`config.mk`:
```
export PLATFORM = sky130hd
export DESIGN_NAME = lo_synth_spi_ctrl
export DESIGN_NICKNAME = d
export VERILOG_FILES = /design/src/rtl/lo_synth_spi_ctrl.sv
export SDC_FILE = /design/constraint.sdc
export NUM_CORES = 1
export LEC_CHECK = 0
export CORE_MARGIN = 4
export CORE_UTILIZATION = 30
export CTS_CLUSTER_SIZE = 25
export DETAILED_ROUTE_END_ITERATION = 6
export GPL_TIMING_DRIVEN = 0
export PLACE_DENSITY = 0.56
export SETUP_SLACK_MARGIN = 0.1
export SKIP_LAST_GASP = 1
export SLEW_MARGIN = 20
export SYNTH_ARGS = -nofsm -noshare
export SYNTH_HDL_FRONTEND = slang
export SYNTH_SLANG_ARGS = --single-unit
```
`constraint.sdc`:
```
create_clock -name user_clk -period 1.9 [get_ports user_clk]
set_input_delay 0.285 -clock user_clk [delete_from_list [all_inputs] [get_ports user_clk]]
set_output_delay 0.285 -clock user_clk [all_outputs]
set_load 0.05 [all_outputs]
```
`src/rtl/lo_synth_spi_ctrl.sv`:
```
// 3-wire serial controller for the LO synthesizer: turns a software-register
// start edge into an MSB-first SCLK/SDATA frame followed by a latch-enable pulse.
module lo_synth_spi_ctrl #(
  parameter int unsigned NBITS   = 24,
  parameter int unsigned CLK_DIV = 8,
  parameter int unsigned SLE_CYC = 4
) (
  input  logic        user_clk,
  input  logic        user_rst,
  input  logic [31:0] lo_data,
  input  logic [31:0] lo_ctrl,
  output logic        lo_sclk,
  output logic        lo_sdata,
  output logic        lo_sle,
  output logic        lo_busy,
  output logic [31:0] lo_status
);

  localparam int unsigned CNT_MAX = (CLK_DIV > SLE_CYC) ? CLK_DIV : SLE_CYC;
  localparam int unsigned CNT_W   = $clog2(CNT_MAX + 1);
  localparam int unsigned BIT_W   = $clog2(NBITS + 1);

  typedef enum logic [1:0] {
    IDLE,
    SHIFT_LO,
    SHIFT_HI,
    LATCH
  } state_e;

  state_e             state_q, state_d;
  logic [NBITS-1:0]   shift_q, shift_d;
  logic [BIT_W-1:0]   bit_cnt_q, bit_cnt_d;
  logic [CNT_W-1:0]   cnt_q, cnt_d;
  logic [15:0]        done_cnt_q, done_cnt_d;
  logic               sclk_q, sclk_d;
  logic               sdata_q, sdata_d;
  logic               sle_q, sle_d;
  logic               busy_q, busy_d;
  logic               overrun_q, overrun_d;
  logic               ctrl_prev_q;
  logic               start;
  logic [NBITS-1:0]   shift_next;
  logic               unused_ok;

  // Upper data bits and control bits other than start are don't-care.
  assign unused_ok = ^{lo_data, lo_ctrl[31:1]};

  // Edge-detect history runs through reset so a level held across reset cannot start a frame.
  always_ff @(posedge user_clk) begin
    ctrl_prev_q <= lo_ctrl[0];
  end

  assign start      = lo_ctrl[0] & ~ctrl_prev_q & ~user_rst;
  assign shift_next = shift_q << 1;

  always_ff @(posedge user_clk) begin
    if (user_rst) begin
      state_q    <= IDLE;
      shift_q    <= '0;
      bit_cnt_q  <= '0;
      cnt_q      <= '0;
      done_cnt_q <= '0;
      sclk_q     <= 1'b0;
      sdata_q    <= 1'b0;
      sle_q      <= 1'b0;
      busy_q     <= 1'b0;
      overrun_q  <= 1'b0;
    end else begin
      state_q    <= state_d;
      shift_q    <= shift_d;
      bit_cnt_q  <= bit_cnt_d;
      cnt_q      <= cnt_d;
      done_cnt_q <= done_cnt_d;
      sclk_q     <= sclk_d;
      sdata_q    <= sdata_d;
      sle_q      <= sle_d;
      busy_q     <= busy_d;
      overrun_q  <= overrun_d;
    end
  end

  always_comb begin
    state_d    = state_q;
    shift_d    = shift_q;
    bit_cnt_d  = bit_cnt_q;
    cnt_d      = cnt_q;
    done_cnt_d = done_cnt_q;
    sclk_d     = sclk_q;
    sdata_d    = sdata_q;
    sle_d      = sle_q;
    busy_d     = busy_q;
    overrun_d  = overrun_q;

    case (state_q)
      IDLE: begin
        sclk_d = 1'b0;
        sle_d  = 1'b0;
        busy_d = 1'b0;
        if (start) begin
          shift_d   = lo_data[NBITS-1:0];
          sdata_d   = lo_data[NBITS-1];
          bit_cnt_d = BIT_W'(NBITS);
          cnt_d     = '0;
          busy_d    = 1'b1;
          overrun_d = 1'b0;
          state_d   = SHIFT_LO;
        end
      end
      SHIFT_LO: begin
        if (cnt_q == CNT_W'(CLK_DIV - 1)) begin
          cnt_d   = '0;
          sclk_d  = 1'b1;
          state_d = SHIFT_HI;
        end else begin
          cnt_d = cnt_q + CNT_W'(1);
        end
      end
      SHIFT_HI: begin
        if (cnt_q == CNT_W'(CLK_DIV - 1)) begin
          cnt_d  = '0;
          sclk_d = 1'b0;
          if (bit_cnt_q == BIT_W'(1)) begin
            sdata_d = 1'b0;
            sle_d   = 1'b1;
            state_d = LATCH;
          end else begin
            shift_d   = shift_next;
            sdata_d   = shift_next[NBITS-1];
            bit_cnt_d = bit_cnt_q - BIT_W'(1);
            state_d   = SHIFT_LO;
          end
        end else begin
          cnt_d = cnt_q + CNT_W'(1);
        end
      end
      LATCH: begin
        if (cnt_q == CNT_W'(SLE_CYC - 1)) begin
          cnt_d      = '0;
          sle_d      = 1'b0;
          busy_d     = 1'b0;
          done_cnt_d = done_cnt_q + 16'd1;
          state_d    = IDLE;
        end else begin
          cnt_d = cnt_q + CNT_W'(1);
        end
      end
      default: state_d = IDLE;
    endcase

    // A start edge outside IDLE is dropped but remembered as an overrun.
    if (start && (state_q != IDLE)) begin
      overrun_d = 1'b1;
    end
  end

  assign lo_sclk   = sclk_q;
  assign lo_sdata  = sdata_q;
  assign lo_sle    = sle_q;
  assign lo_busy   = busy_q;
  assign lo_status = {overrun_q, busy_q, 14'b0, done_cnt_q};

endmodule

```
==> results_slide.txt, run 1 <==
Flow Results at a Glance

Run status
  • Status: finished, violations left
  • Failing checks: setup timing

Global route
  • Vias in the first global route: 2482
  • Grt total ovfl: 0
  • First-pass GRT wire length: 12.0 mm
  • Largest net degree at the start of global routing: 17

Routing
  • Routed via count: 2635
  • DRC Markers: 0
  • Drt pass-1 iters: 4
  • Antenna Nets Post-Route: 0
  • Final Routed Wirelength: 7.35 mm
  • Detailed Route Iter0 Violations: 132
  • Vias per cell: 4.83

Synth
  • Yosys chip area: 2900 µm²
  • Syn. warnings: 0
  • Registers, synthesis: 56
  • Commonest cells post-synth: dfxtp_1, a21oi_1, a211oi_1
  • Ys flop type: dfxtp_1
  • Largest cells by area: dfxtp_1, mux2i_1, a21oi_1
  • Sequential-to-total area share from yosys stat: 38.7%
  • Dominant cell type by area after synthesis: dfxtp_1
  • Flip-flops with a built-in enable: 0
  • Count leader, synth: dfxtp_1
  • Syn avg cell area: 8.73 µm²
  • Yosys cell count: 332
  • Syn Inst Count: 332
  • Synthesized cell area: 2900 µm²
  • Count of cell types in the netlist: 53

Final timing
  • Final hold viol count: 0
  • Tightest Pin Transition: 0.557 ns
  • Total negative setup slack: -0.00622 ns
  • Max-slew violation count: 0
  • Fmax achieved: 525 MHz
  • RSZ-0062 raised after global routing: yes
  • Fin crit period: 1.91 ns
  • Setup Viol. Count Final: 1
  • Min setup slack post-route: -0.00622 ns
  • Worst rel slew slack: 62.8%

Job
  • Max_cap viols: 0
  • Stage-log warning count: 73

Die
  • Initial Util: 31.1%
  • Ports: 102
  • DIE HEIGHT: 106 µm
  • Die X-Extent: 106 µm
  • Core Rows: 35
  • Core ar.: 9330 µm²
  • Total die size: 11300 µm²

Clock network
  • Num CTS Buffers: 5
  • CTS tree: built
  • Max clock buf depth: 2
  • Clock Sinks: 56
  • CTS root buf: clkbuf_8
  • Worst-path clk slew: 0.10 ns
  • H-tree level count: 2

Worst setup path
  • Arr. time, crit path: 2.16 ns
  • Max FO, Critical Path: 7
  • WS Path Type: register to register
  • Startpoint types: register
  • CP endpoint kind: register
  • WP data required: 2.15 ns

Place
  • Final HPWL DP: 5.19 mm
  • IO Port Bufs: 48
  • Cell Area, Placed: 3630 µm²
  • Pre-CTS WS: -0.591 ns

Power and ir drop
  • Maximum VDD drop: 0.000481 V
  • Power density cells: 1030 nW/µm²
  • Leak Pwr: 1.69 nW

Finish
  • P&R area growth vs syn: 41.8%
  • Finished Cell Area: 4110 µm²
  • Final #Nets: 490
  • Layout cell share with drive strength beyond 1: 25.2%

Hold path
  • Min-Delay Path Class: input pin to register
## run 1: path summary, 6_finish.rpt
kind	startpoint	endpoint	slack, ns	depth (start not counted)
hold reg to reg	shift_q[0]$_SDFFE_PP0P_	shift_q[0]$_SDFFE_PP0P_	0.49	2
setup / recovery	state_q[1]$_SDFFE_PP0P_	done_cnt_q[12]$_SDFFE_PP0P_	-0.006	7
setup reg to reg	state_q[1]$_SDFFE_PP0P_	done_cnt_q[12]$_SDFFE_PP0P_	-0.006	7
hold / removal	user_rst	bit_cnt_q[3]$_SDFFE_PP0P_	0.44	3
## run 1: sequential cells by signal (all words and copies together), names as in the netlist
register     flops
bit_cnt_q        5
cnt_q            4
ctrl_prev_q      1
done_cnt_q      16
lo_busy          1
lo_sclk          1
lo_sdata         1
lo_sle           1
overrun_q        1
shift_q         23
state_q          2
## run 1: metal layers
metal	track usage, %	part of all wire (%)
met2	21.6	48
met1	16.7	46
met3	2.61	5.1
met5	0	0
met4	3.89	1.2
## run 1: through the flow
step	cells	power, mW	hold slack, ns
floorplan	345	2.74	0.313
global placement	522	3.11	0.463
detailed placement	522	3.14	0.480
CTS	537	3.98	0.439
global route	545	4.54	0.459
finish	545	4.25	0.444
## run 1: critical path, stage by stage, from the launching register on
cell and delay (ns):
dfxtp_4 0.38, ha_4 0.13, buf_6 0.10, nand4bb_4 0.11, or4_1 0.54, clkbuf_8 0.17
or3_4 0.32, a21oi_2 0.11
## run 1: cells in the final DEF (no fill, tap or decap), types with 8 or more instances in the layout
| cell | instances |
|---|---|
| a211oi_1 | 19 |
| a21oi_1 | 37 |
| buf_4 | 31 |
| clkdlybuf4s50_1 | 26 |
| conb_1 | 14 |
| dfxtp_1 | 41 |
| dfxtp_2 | 10 |
| dlygate4sd2_1 | 12 |
| dlymetal6s2s_1 | 10 |
| inv_1 | 10 |
| mux2i_1 | 24 |
| nand2_1 | 16 |
| nor2_1 | 18 |
| nor3_1 | 8 |
| o21ai_0 | 11 |
## run 1: power breakdown
group	total (mW)	switching, mW	internal (mW)
logic	1.96	1.07	0.889
clock network	0.663	0.406	0.257
registers	1.62	0.181	1.44
## run 1: area by class of cell
class / instances / area (µm²)
Timing Repair Buffer: 63 / 611
Sequential cell: 56 / 1150
Tap cell: 129 / 161
Buffer: 37 / 287
Clock inverter: 2 / 11.3
Fill cell: 938 / 5220
Multi-Input combinational cell: 241 / 1770
Clock buffer: 6 / 72.6
Inverter: 11 / 41.3
## run 1: timing repair
item,in CTS,in global routing
buffers inserted,7,7
cloned,0,1
setup endpoints to repair,54,52
gates resized,48,53
pin swaps,3,6
hold endpoints to repair,0,0
## run 1: kinds of logic after synthesis
| kind of cell | count (synthesis) | share of synthesized area [%] |
|---|---|---|
| AND-OR/OR-AND | 95 | 20.4 |
| XOR/XNOR | 8 | 2.42 |
| adder cells (fa/ha/maj) | 9 | 3.89 |
| buffers and inverters | 48 | 8.76 |
| flip-flops | 56 | 38.7 |
| multiplexers | 24 | 8.29 |
| other | 1 | 0.129 |
| AND/OR/NAND/NOR | 91 | 17.4 |
==> run_1/clock_map.png <==
Bar = 20 µm.
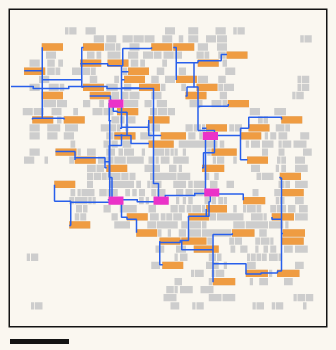
[magenta] cells driving clock nets | count: 5
[blue] clock wires | length: 767 µm
[orange] flip-flops | count: 56
routed clock nets: 6

==> run_1/registers.png <==
Bar = 20 µm.
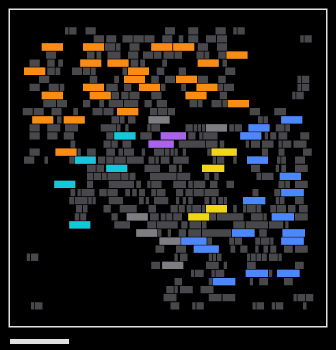
[orange] shift_q | sequential cells: 23
[blue] done_cnt_q | sequential cells: 16
[cyan] bit_cnt_q | sequential cells: 5 | where: left middle
[purple] state_q | sequential cells: 2
[yellow] cnt_q | sequential cells: 4

==> run_1/final_clocks.png <==
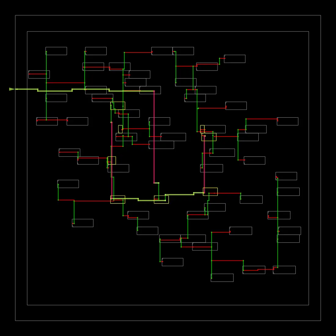
Seq Cell Count: 56
clk_lat worst skew: 0.31 ns
P_clk: 663 µW
Clock Buffer Count: 6

==> run_1/zoom.png <==
Region (65, 12) to (95, 42) µm. Cells in grey, sequential cells in the stronger grey; small squares are vias.
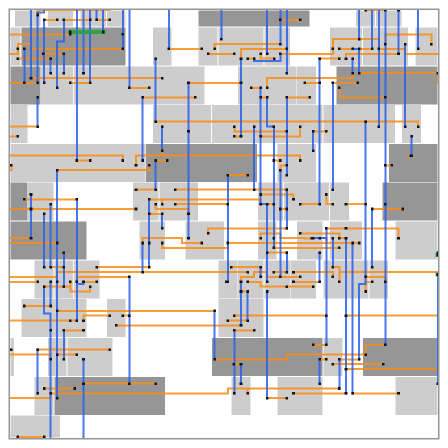

==> run 1 -> run 2 <==
--- a/config.mk
+++ b/config.mk
@@ -9,8 +9,9 @@
 export CORE_UTILIZATION = 30
 export CTS_CLUSTER_SIZE = 25
 export DETAILED_ROUTE_END_ITERATION = 6
+export DONT_BUFFER_PORTS = 1
 export GPL_TIMING_DRIVEN = 0
-export PLACE_DENSITY = 0.56
+export PLACE_DENSITY = 0.42
 export SETUP_SLACK_MARGIN = 0.1
 export SKIP_LAST_GASP = 1
 export SLEW_MARGIN = 20
==> run_2/zoom.png <==
Region (65, 12) to (95, 42) µm. Cells in grey, sequential cells in the stronger grey; small squares are vias.
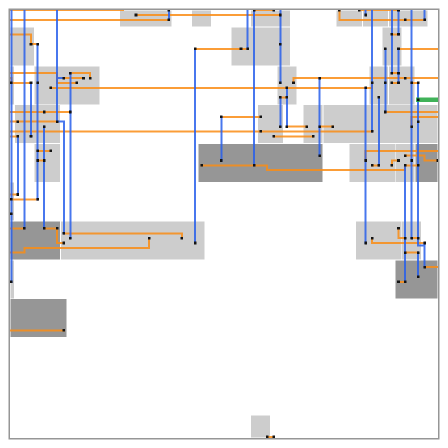
[green] met3
[blue] met2
[orange] met1
netlist names of flops here include: done_cnt_q (1), lo_sle (1)
most frequent: nand2_1 (4), nor2_1 (2)
sequential cells in the window: 2
cells with their middle in the window: 19

==> run_2/registers.png <==
Bar = 20 µm.
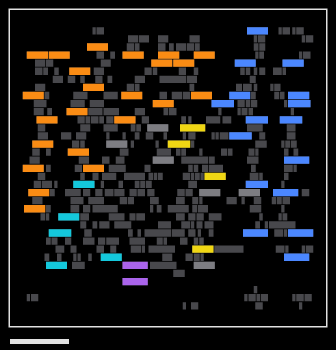
[cyan] bit_cnt_q | sequential cells: 5
[orange] shift_q | sequential cells: 23
[yellow] cnt_q | sequential cells: 4 | where: middle
[purple] state_q | sequential cells: 2
[blue] done_cnt_q | sequential cells: 16
not coloured: 6

==> run_2/final_clocks.png <==
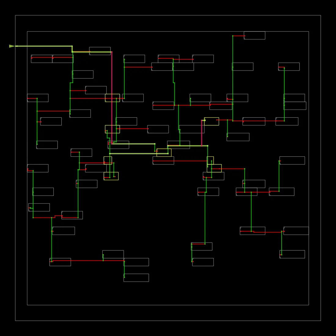
Clock Sinks: 56
clk_lat worst skew: 0.30 ns
P_clk: 697 µW
Num CTS Buffers: 5
clk_skew: 0.00334 ns

==> run 2 against run 1 <==
Largest cell class unchanged. The run still ends with setup timing left. Sequential power hardly changed. Highest routed layer unchanged. Register-to-register slack worse by 0.02 ns. Final area is 11% lower. Total power is 3.5% higher. Clock skew is 0.0015 ns lower. Utilization is 4.7 points lower.
==> results_slide.txt, run 2 <==
Flow Results at a Glance

Final timing
  • Setup Viol. Count Final: 3 (+2)
  • Max-slew violation count: 0 (unchanged)
  • Total negative setup slack: -0.0805 ns (-0.0743 ns)
  • Worst rel slew slack: 52.8% (-10 points)
  • Final hold viol count: 0 (unchanged)
  • Min setup slack post-route: -0.0288 ns (-0.0226 ns)

Routing
  • Detailed Route Iter0 Violations: 126 (-4.5%)
  • Routed via count: 2473 (-6.1%)
  • Uppermost layer routed: met4
  • Final Routed Wirelength: 7.77 mm (+5.7%)
  • Vias per cell: 4.98 (+2.9%)

Power and ir drop
  • P_int: 2.69 mW (+4.0%)
  • Combinational share of power: 46.6% (+0.5 points)
  • Clock Power Share: 15.8% (+0.2 points)
  • Power density cells: 1200 nW/µm² (+16%)
  • Leak Pwr: 1.28 nW (-24%)
  • Sw Share: 38.7% (-0.30 points)

Synth
  • Count of cell types in the netlist: 53 (unchanged)
  • Commonest cells post-synth: dfxtp_1, a21oi_1, a211oi_1
  • Registers, synthesis: 56 (unchanged)
  • Syn Inst Count: 332 (unchanged)
  • Syn avg cell area: 8.73 µm² (unchanged)
  • Sequential-to-total area share from yosys stat: 38.7% (unchanged)
  • Synthesized cell area: 2900 µm² (unchanged)

Finish
  • Register area: 1160 µm² (+0.76%)
  • Largest regs: shift_q: 23 flops, done_cnt_q: 16 flops, bit_cnt_q: 5 flops
  • Logic area: 1760 µm² (-0.49%)
  • Max FFs per register: 23 (unchanged)
  • P&R area growth vs syn: 26.8%
  • Reg with most FFs: shift_q

Die
  • Die X-Extent: 106 µm (unchanged)
  • Core ar.: 9330 µm² (unchanged)
  • Core Rows: 35 (unchanged)

Clock network
  • CTS root buf: clkbuf_8
  • Max clock buf depth: 2 (unchanged)
  • CTS tree: built
  • Worst-path clk slew: 0.10 ns (about the same)

Run status
  • Failing checks: setup timing
  • Status: finished, violations left

Worst setup path
  • Max FO, Critical Path: 7 (unchanged)
  • CP endpoint kind: register
  • Worst r2r src: state_q[0]$_SDFFE_PP0P_
  • R2R depth: 7 (unchanged)
  • CP endpoint: done_cnt_q[14]$_SDFFE_PP0P_

Global route
  • Largest net degree at the start of global routing: 18 (+1)
  • First-pass GRT wire length: 12.4 mm (+3.5%)
  • Vias in the first global route: 2408 (-3.0%)

Hold path
  • Min-Delay Path Class: input pin to register
  • WHS Path Cells: 2 (-1)

Job
  • Stage-log warning count: 73 (unchanged)
## run 2: layout make-up
type,count,area share [%]
tap,129,4.39
clock buffer,6,2.25
multi-input combinational,241,48.0
timing repair buffer,15,4.12
sequential,56,31.6
inverter,11,1.29
clock inverter,2,0.375
buffer,37,7.94
## run 2: power by group through the flow
stage | clock network, mW | logic, mW | registers, mW
after floorplan | 0 | 1.14 | 1.61
after global placement | 0 | 1.44 | 1.65
after detailed placement | 0 | 1.45 | 1.65
after CTS | 0.750 | 1.72 | 1.63
after global routing | 0.794 | 2.23 | 1.68
final | 0.697 | 2.05 | 1.65
## run 2: cells by family (layout without fill, tap and decap cells)
kind of cell	Yosys count	count (layout)	share of synthesized area, %
flops	56	56	38.7
xor+xnor	8	8	2.42
fa+ha+maj	9	9	3.89
other cells	1	14	0.129
mux	24	24	8.29
buf+inv	48	71	8.76
simple gates	91	91	17.4
compound gates	95	95	20.4
## run 2: how the worst min path moves through the flow
stage | from | to
final | lo_data[0] | shift_q[0]$_SDFFE_PP0P_
after detailed placement | lo_ctrl[0] | ctrl_prev_q$_DFF_P_
after global placement | lo_ctrl[0] | ctrl_prev_q$_DFF_P_
after floorplan | lo_ctrl[0] | ctrl_prev_q$_DFF_P_
after global routing | lo_data[0] | shift_q[0]$_SDFFE_PP0P_
after CTS | lo_data[0] | shift_q[0]$_SDFFE_PP0P_
## run 2: per-layer routing
layer  vias up  track usage (%)
met1      1157             17.1
li1       1250                -
met3        10             4.07
met5         -                0
met2        56             21.9
met4         0             4.72
## run 2: repair_timing
item | CTS | global route
cloned | 1 | 1
endpoints found under the setup margin | 44 | 42
pin swaps | 11 | 14
hold endpoints to repair | 1 | 0
gates resized | 45 | 28
hold buffers | 1 | 0
buffers inserted | 6 | 6
## run 2: worst max-delay path, stage by stage, from the launching register on
cell and delay, ns:
dfxtp_4 0.39, ha_4 0.13, buf_6 0.09, nand4bb_4 0.12, or4_4 0.56, buf_8 0.14
or3_1 0.31, a21oi_2 0.12
## run 2: metrics by stage
stage                     utilization, %  power, mW  setup WS, ns  area, µm²  hold WS (ns)
after floorplan                        -       2.74        0.0559       2990         0.313
final                               39.4       4.40       -0.0288       3670         0.109
after detailed placement            33.8       3.10        -0.447       3150         0.313
after global routing                39.4       4.71       -0.0832       3670         0.103
after global placement              33.8       3.08        -0.426       3150         0.313
after CTS                           37.4       4.11       -0.0335       3490        0.0966
Power figures rest on the tool's default switching activity, not on a simulated workload.
